run_1/m1.png
The bar under the picture is 20 um long. Supply wires on this layer in grey.
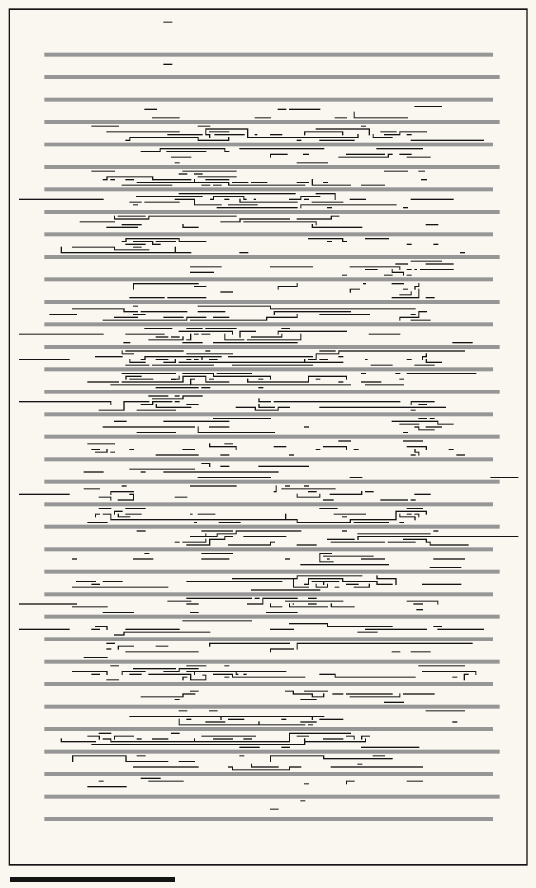
run_1/m2.png
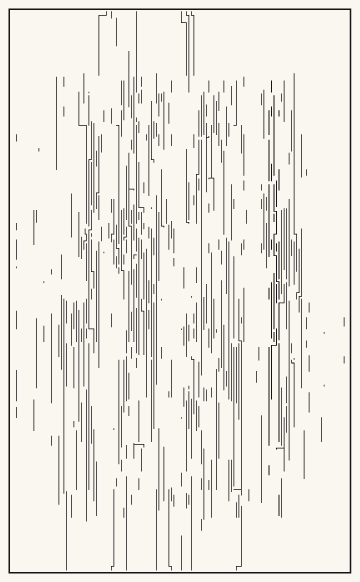
run_1/m3.png
The bar under the picture is 20 um long.
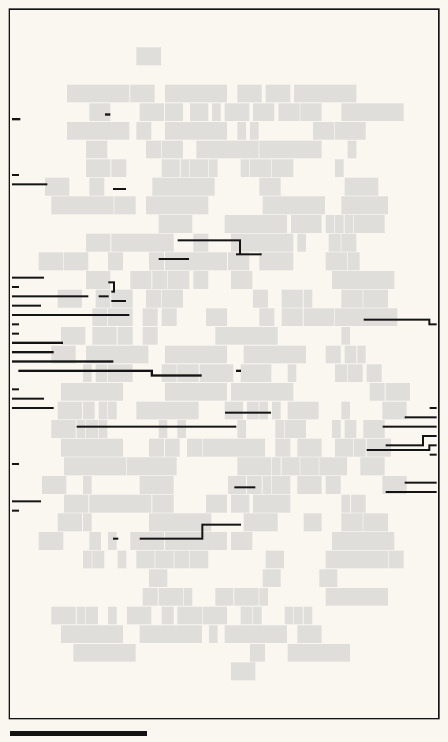
run_1/gates.png
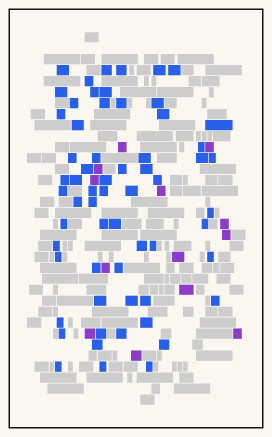
==> src/rtl/comparator_pkg.sv <==
//-----------------------------------------------------------------------------
// comparator_pkg
//
// Shared definitions for the sequential magnitude comparator:
//   state_t   - control FSM states (IDLE, CMP, DONE)
//   result_t  - one-hot result word, bit order {gt, eq, lt}
//   GT/EQ/LT  - the three legal result encodings
//-----------------------------------------------------------------------------
`timescale 1ns/1ps

package comparator_pkg;

  typedef enum logic [1:0] {
    IDLE = 2'd0,  // waiting for an operand pair
    CMP  = 2'd1,  // walking chunks from MSB towards LSB
    DONE = 2'd2   // result presented until the consumer takes it
  } state_t;

  // Result word maps directly onto the {a_gt_b, a_eq_b, a_lt_b} outputs.
  typedef logic [2:0] result_t;

  localparam result_t GT = 3'b100;
  localparam result_t EQ = 3'b010;
  localparam result_t LT = 3'b001;

endpackage : comparator_pkg

==> src/rtl/chunk_cmp.sv <==
//-----------------------------------------------------------------------------
// chunk_cmp
//
// Purely combinational unsigned compare of two W-bit slices. Exactly one of
// gt/eq/lt is high for any input pair. Signed handling is done by the caller,
// which pre-conditions the slice MSBs before they reach this block.
//
// Ports:
//   x, y       - W-bit unsigned operands
//   gt, eq, lt - x > y, x == y, x < y
//-----------------------------------------------------------------------------
`timescale 1ns/1ps

module chunk_cmp #(
  parameter int W = 4
) (
  input  logic [W-1:0] x,
  input  logic [W-1:0] y,
  output logic         gt,
  output logic         eq,
  output logic         lt
);

  assign gt = (x > y);
  assign eq = (x == y);
  assign lt = (x < y);

endmodule : chunk_cmp

==> src/rtl/seq_comparator.sv <==
//-----------------------------------------------------------------------------
// seq_comparator
//
// Multi-cycle magnitude comparator. An accepted operand pair is examined
// CHUNK bits per cycle starting at the most significant chunk; the first
// differing chunk decides the result immediately (early termination). If all
// N = WIDTH/CHUNK chunks match the operands are equal. The result is held in
// DONE until the consumer takes it, after which one idle cycle passes before
// the next pair can be accepted.
//
// Signed mode: inverting the sign bit of both operands maps two's-complement
// order onto unsigned order, so only chunk 0 needs adjusting and the chunk
// compare itself stays unsigned.
//
// Ports:
//   clk, rst            - clock; asynchronous active-high reset
//   in_valid, in_ready  - operand handshake (in_ready only in IDLE, rst low)
//   a, b                - WIDTH-bit operands
//   signed_mode         - 1: two's-complement compare, 0: unsigned
//   out_valid, out_ready- result handshake
//   a_gt_b/a_eq_b/a_lt_b- one-hot result flags, all zero while out_valid = 0
//
// WIDTH must be a multiple of CHUNK.
//-----------------------------------------------------------------------------
`timescale 1ns/1ps

module seq_comparator
  import comparator_pkg::*;
#(
  parameter int WIDTH = 16,
  parameter int CHUNK = 4
) (
  input  logic             clk,
  input  logic             rst,
  input  logic             in_valid,
  output logic             in_ready,
  input  logic [WIDTH-1:0] a,
  input  logic [WIDTH-1:0] b,
  input  logic             signed_mode,
  output logic             out_valid,
  input  logic             out_ready,
  output logic             a_gt_b,
  output logic             a_eq_b,
  output logic             a_lt_b
);

  localparam int N     = WIDTH / CHUNK;
  localparam int IDX_W = (N > 1) ? $clog2(N) : 1;

  state_t state;
  state_t state_nxt;

  // Operand copies are shifted left by CHUNK each CMP cycle so the chunk
  // under test always sits in the top CHUNK bits; no wide index mux needed.
  logic [WIDTH-1:0] a_sh;
  logic [WIDTH-1:0] b_sh;
  logic             sgn_q;
  logic [IDX_W-1:0] idx;
  result_t          res_q;

  logic [CHUNK-1:0] chunk_a;
  logic [CHUNK-1:0] chunk_b;
  logic             c_gt;
  logic             c_eq;
  logic             c_lt;
  logic             last_chunk;
  logic             accept;

  assign accept     = in_valid && in_ready;
  assign last_chunk = (idx == IDX_W'(N - 1));

  //---------------------------------------------------------------------------
  // Chunk selection and sign conditioning
  //---------------------------------------------------------------------------
  always_comb begin
    // NOTE: every variable assigned in a combinational block gets a value on
    // every path (defaults first), otherwise synthesis infers a latch.
    chunk_a = a_sh[WIDTH-1 -: CHUNK];
    chunk_b = b_sh[WIDTH-1 -: CHUNK];
    if (sgn_q && (idx == '0)) begin
      chunk_a[CHUNK-1] = ~chunk_a[CHUNK-1];
      chunk_b[CHUNK-1] = ~chunk_b[CHUNK-1];
    end
  end

  chunk_cmp #(
    .W (CHUNK)
  ) u_chunk_cmp (
    .x  (chunk_a),
    .y  (chunk_b),
    .gt (c_gt),
    .eq (c_eq),
    .lt (c_lt)
  );

  //---------------------------------------------------------------------------
  // FSM: state register
  //---------------------------------------------------------------------------
  always_ff @(posedge clk or posedge rst) begin
    // NOTE: clocked state uses non-blocking (<=) so every register samples the
    // pre-edge values of the others; blocking here creates ordering races.
    if (rst) begin
      state <= IDLE;
    end else begin
      state <= state_nxt;
    end
  end

  //---------------------------------------------------------------------------
  // FSM: next-state logic
  //---------------------------------------------------------------------------
  always_comb begin
    state_nxt = state;
    unique case (state)
      IDLE: if (accept) state_nxt = CMP;
      CMP:  if (!c_eq || last_chunk) state_nxt = DONE;
      DONE: if (out_ready) state_nxt = IDLE;
      default: state_nxt = IDLE;
    endcase
  end

  //---------------------------------------------------------------------------
  // FSM: outputs
  //---------------------------------------------------------------------------
  always_comb begin
    // rst gates in_ready directly so nothing is offered while reset is held,
    // even though the async reset has already parked the FSM in IDLE.
    in_ready  = (state == IDLE) && !rst;
    out_valid = (state == DONE);
    {a_gt_b, a_eq_b, a_lt_b} = out_valid ? res_q : '0;
  end

  //---------------------------------------------------------------------------
  // Datapath: operand capture, chunk walk and result latch
  //---------------------------------------------------------------------------
  always_ff @(posedge clk or posedge rst) begin
    if (rst) begin
      a_sh  <= '0;
      b_sh  <= '0;
      sgn_q <= 1'b0;
      idx   <= '0;
      res_q <= '0;
    end else begin
      unique case (state)
        IDLE: begin
          if (accept) begin
            a_sh  <= a;
            b_sh  <= b;
            sgn_q <= signed_mode;
            idx   <= '0;
          end
        end
        CMP: begin
          a_sh <= a_sh << CHUNK;
          b_sh <= b_sh << CHUNK;
          idx  <= idx + IDX_W'(1);
          if (c_gt) begin
            res_q <= GT;
          end else if (c_lt) begin
            res_q <= LT;
          end else if (last_chunk) begin
            res_q <= EQ;
          end
        end
        default: ;
      endcase
    end
  end

endmodule : seq_comparator
==> config.mk <==
export PLATFORM = sky130hd
export DESIGN_NAME = seq_comparator
export DESIGN_NICKNAME = d
export VERILOG_FILES = /design/src/rtl/comparator_pkg.sv /design/src/rtl/chunk_cmp.sv /design/src/rtl/seq_comparator.sv
export SDC_FILE = /design/constraint.sdc
export NUM_CORES = 1
export LEC_CHECK = 0
export CELL_PAD_IN_SITES_DETAIL_PLACEMENT = 0
export CELL_PAD_IN_SITES_GLOBAL_PLACEMENT = 1
export CORE_ASPECT_RATIO = 1.75
export CORE_MARGIN = 4
export CORE_UTILIZATION = 39
export CTS_CLUSTER_DIAMETER = 80
export DETAILED_ROUTE_END_ITERATION = 8
export PLACE_DENSITY_LB_ADDON = 0.1
export SYNTH_ARGS = -nofsm -noshare
export SYNTH_HDL_FRONTEND = slang
export SYNTH_HIERARCHICAL = 1
export SYNTH_SLANG_ARGS = --single-unit
==> constraint.sdc <==
create_clock -name clk -period 2.55 [get_ports clk]
set_input_delay 0.765 -clock clk [delete_from_list [all_inputs] [get_ports clk]]
set_output_delay 0.765 -clock clk [all_outputs]
set_load 0.01 [all_outputs]
==> flow_metrics.tcl, run 1 <==
# place-and-route summary
set metrics [dict create \
    status "finished clean" \
    slew_headroom 0.443 \
    ys_types 34 \
    die_h_um 103 \
    ys_top_logic_family "AND-OR/OR-AND gates" \
    min_from "b_sh[14]$_DFFE_PP0P_" \
    slowest_delay_ns 0.53 \
    wire_per_inst_um 17.2 \
    ys.flops 40 \
    worstMarginPinSlew_ns 0.832 \
    clk_pin_slew_ns 0.07 \
    post-cts-setup-buffers 0 \
    grt_usage 0.167 \
    maxCapViolCount 0 \
    slew_violations 0 \
    netlist_area_um2 2020 \
    synthCells 202 \
    r2r_start "idx[0]$_DFFE_PP0P_" \
    antenna_found_initial 0 \
    synthMostInstantiatedCell "dfrtp_1" \
    hp-class "flop to flop" \
    routed-wl-met3_um 244 \
    aoi_share 0.244 \
    cp-end-kind "primary output" \
    htree_levels 2 \
    period_needed_ns 2.41 \
    hpwlAfterDp_mm 3.80 \
    place_area_um2 2500 \
    io_pins 42 \
    common_cells "dfrtp_1, nand2_1, inv_1, o22ai_1, a21oi_1" \
    dr.pass1.iters 4 \
    cp_top_family "buffers and inverters" \
    ys_warn_count 6 \
    edf_count 0 \
    diodes 0 \
    final_nets 287 \
    grt_max_degree 33 \
    finalSetupViolCount 0 \
    ys_cells 202 \
    hold_depth 1 \
    grt_pass1_wl_mm 8.34 \
    syn_avg_cell_area_um2 10.0 \
    cts_tree "done" \
    ys_chip_area_um2 2020 \
    r2r_end "res_q[2]$_DFFE_PP0P_" \
    synth_xor_xnor_area_share 0.00865 \
    crit_type "flop to primary output" \
    postCtsHoldBufs 0 \
    tritoncts_num_sinks 40 \
    cts_resized 1 \
    finalHoldViolCount 0 \
    reg2reg_slack_ns 0.49 \
    cts_buffers 5 \
    pre_cts_ws_ns -0.0883 \
    viasPerCell 5.56 \
    setup_tns_ns 0 \
    mostFrequentLayoutCells "dfrtp_1, clkdlybuf4s50_1, nand2_1, inv_1, o22ai_1" \
    drc 0 \
    syn2layout_area_growth_pct 28.4 \
    required_ns 1.79 \
    fin_util 0.518 \
    drive_gt1_frac 0.0902 \
    largest_area_cell "dfrtp_1" \
    worstPathArrival_ns 1.65 \
    dp.cells 291 \
    area_leaders "dfrtp_1, nand2_1, a2bb2oi_1" \
    syn_nets 245 \
    top_layer "met4" \
    grt_setup_unrepaired "no" \
    p_per_area_nw_per_um2 1100 \
    seq_area_frac_synth 0.494 \
    drt_iter0_markers 49 \
    grt_pass1_vias 1787 \
    warning_count 27 \
    rr_worst_depth 10 \
    simple_gate_area_frac 0.150 \
    fmax_mhz 415 \
    ys_sh_mux 0 \
    clk_latency_ns 0.29 \
    io_buffer_count 41 \
    fin_ws_ns 0.138 \
    routed-wl-met2_mm 2.64 \
    critPathMaxFanout 5 \
    synth_top_area_share 0.494 \
]
About m1.png:
longest straight run: 29.0 um
share of all routed wire: 41%
Post-Route WL: 5.13 mm
via count: 1,657
met1 GRT Util: 0.183

About m2.png:
share of all routed wire: 51%
wire length on this layer: 2,640 um
main direction: vertical
longest straight run: 43.2 um
met2 Usage GRT: 0.303

About m3.png:
wire length on this layer: 244 um
main direction: horizontal
M3 GR Usage: 0.0389

About gates.png:
legend:
  aoi and oai cells:
    colour: blue
    cells: 62
    most_used: o22ai_1
  and/or cells:
    colour: purple
    cells: 13
    most_used: and2_1
final non-filler cell total: 298
Comb area share: 0.344

-- run 1: cell families (layout without fill, tap and decap cells) --
logic type | count (synthesis) | count (layout)
compound gates | 68 | 68
xor+xnor | 2 | 2
fa+ha+maj | 6 | 6
buf+inv | 30 | 72
flops | 40 | 40
simple gates | 56 | 56
-- run 1: per-layer routing --
layer	up-vias	GRT usage
met5	-	0
met4	0	0.0816
met3	9	0.0389
met2	50	0.303
met1	800	0.183
li1	798	-
-- run 1: power by group --
part	internal [uW]	switching, uW
clock	241	214
combinational	629	656
sequential	930	182
total	1800	1050
-- run 1: area by class of cell --
class / count / area, um2
Fill cell: 481 / 2420
Tap cell: 54 / 67.6
Timing Repair Buffer: 49 / 482
Sequential cell: 40 / 1000
Multi-Input combinational cell: 132 / 893
Clock buffer: 7 / 96.3
Inverter: 16 / 60.1
run_1/clock_nets.png
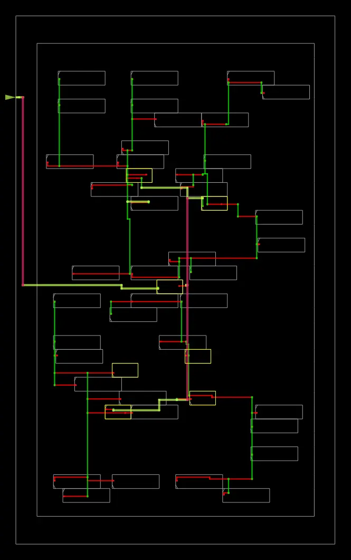

==> run 2: changes to the inputs <==
--- a/config.mk
+++ b/config.mk
@@ -13,6 +13,7 @@
 export CTS_CLUSTER_DIAMETER = 80
 export DETAILED_ROUTE_END_ITERATION = 8
 export PLACE_DENSITY_LB_ADDON = 0.1
+export SKIP_CTS_REPAIR_TIMING = 1
 export SYNTH_ARGS = -nofsm -noshare
 export SYNTH_HDL_FRONTEND = slang
 export SYNTH_HIERARCHICAL = 1
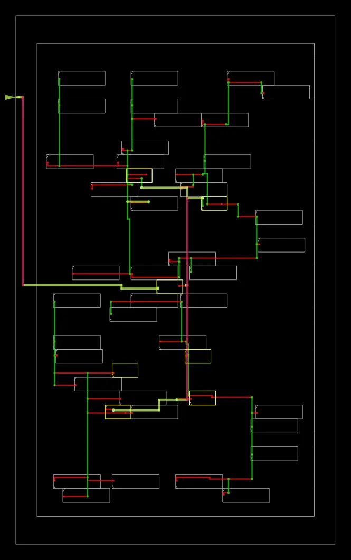
run_2/clock_nets.png
total CTS buffers: 5
Skew-Pair Late Insertion Delay: 0.29 ns
CTS sink cnt: 40

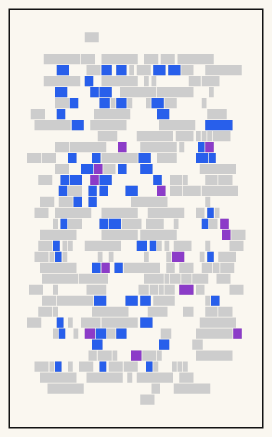
run_2/gates.png
legend:
  aoi and oai cells:
    colour: blue
    cells: 62
    most_used: o22ai_1
  and/or cells:
    colour: purple
    cells: 13
    most_used: and2_1
Comb area share: 0.343

==> flow_metrics.tcl, run 2 <==
# place-and-route summary
set metrics [dict create \
    status "finished clean" \
    drc 0 \
    period_needed_ns 2.41 \
    synth_top_area_share 0.494 \
    routed-wl-met2_mm 2.64 \
    place_area_um2 2500 \
    synthMostInstantiatedCell "dfrtp_1" \
    dr.pass1.iters 4 \
    rr_worst_depth 10 \
    io_pins 42 \
    slew_headroom 0.444 \
    largest_area_cell "dfrtp_1" \
    reg2reg_slack_ns 0.49 \
    grt_usage 0.167 \
    simple_gate_area_frac 0.150 \
    critPathMaxFanout 5 \
    cp-end-kind "primary output" \
    ys_warn_count 6 \
    grt_max_degree 33 \
    switching_share 0.369 \
    hp-class "flop to flop" \
    viasPerCell 5.56 \
    ys_chip_area_um2 2020 \
    synthCells 202 \
    slowest_delay_ns 0.53 \
    pg_seq_uw 1110 \
    edf_count 0 \
    warning_count 27 \
    die_h_um 103 \
    final_nets 287 \
    r2r_end "res_q[2]$_DFFE_PP0P_" \
    grt_pass1_vias 1787 \
    power_leader "combinational cells" \
    hpwlAfterDp_mm 3.80 \
    internal-power_uw 1800 \
    cts_tree "done" \
    syn2layout_area_growth_pct 28.6 \
    p_clk_frac 0.159 \
    fin_ws_ns 0.138 \
    common_cells "dfrtp_1, nand2_1, inv_1, o22ai_1, a21oi_1" \
]
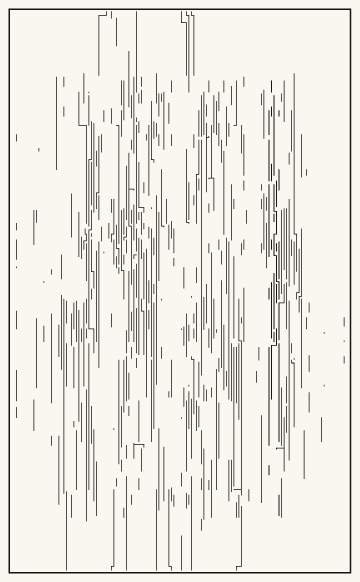
run_2/m2.png
longest straight run: 43.2 um
wire length on this layer: 2,640 um
main direction: vertical
share of all routed wire: 51%
Post-Route WL: 5.13 mm

[run 2: cell counts after synthesis]
Identical to the previous run, type by type.
[run 2: final cells by class]
type / instances / area share
clock buffer: 7 / 0.0370
tap: 54 / 0.0259
inverter: 16 / 0.0231
sequential: 40 / 0.384
multi-input combinational: 132 / 0.343
timing repair buffer: 49 / 0.186
[run 2: routing by layer]
| metal | global-route usage | vias up |
|---|---|---|
| met5 | 0 | - |
| met4 | 0.0816 | 0 |
| met3 | 0.0389 | 9 |
| met2 | 0.303 | 50 |
| met1 | 0.183 | 800 |
| li1 | - | 798 |
[run 2: critical path, delay by kind of cell, from the launching register on]
| family | cells | cell delay, ns |
|---|---|---|
| DFF | 1 | 0.43 |
| buffers and inverters | 1 | 0.53 |
| and+or+nand+nor | 2 | 0.40 |
Power and IR drop assume default switching activity.
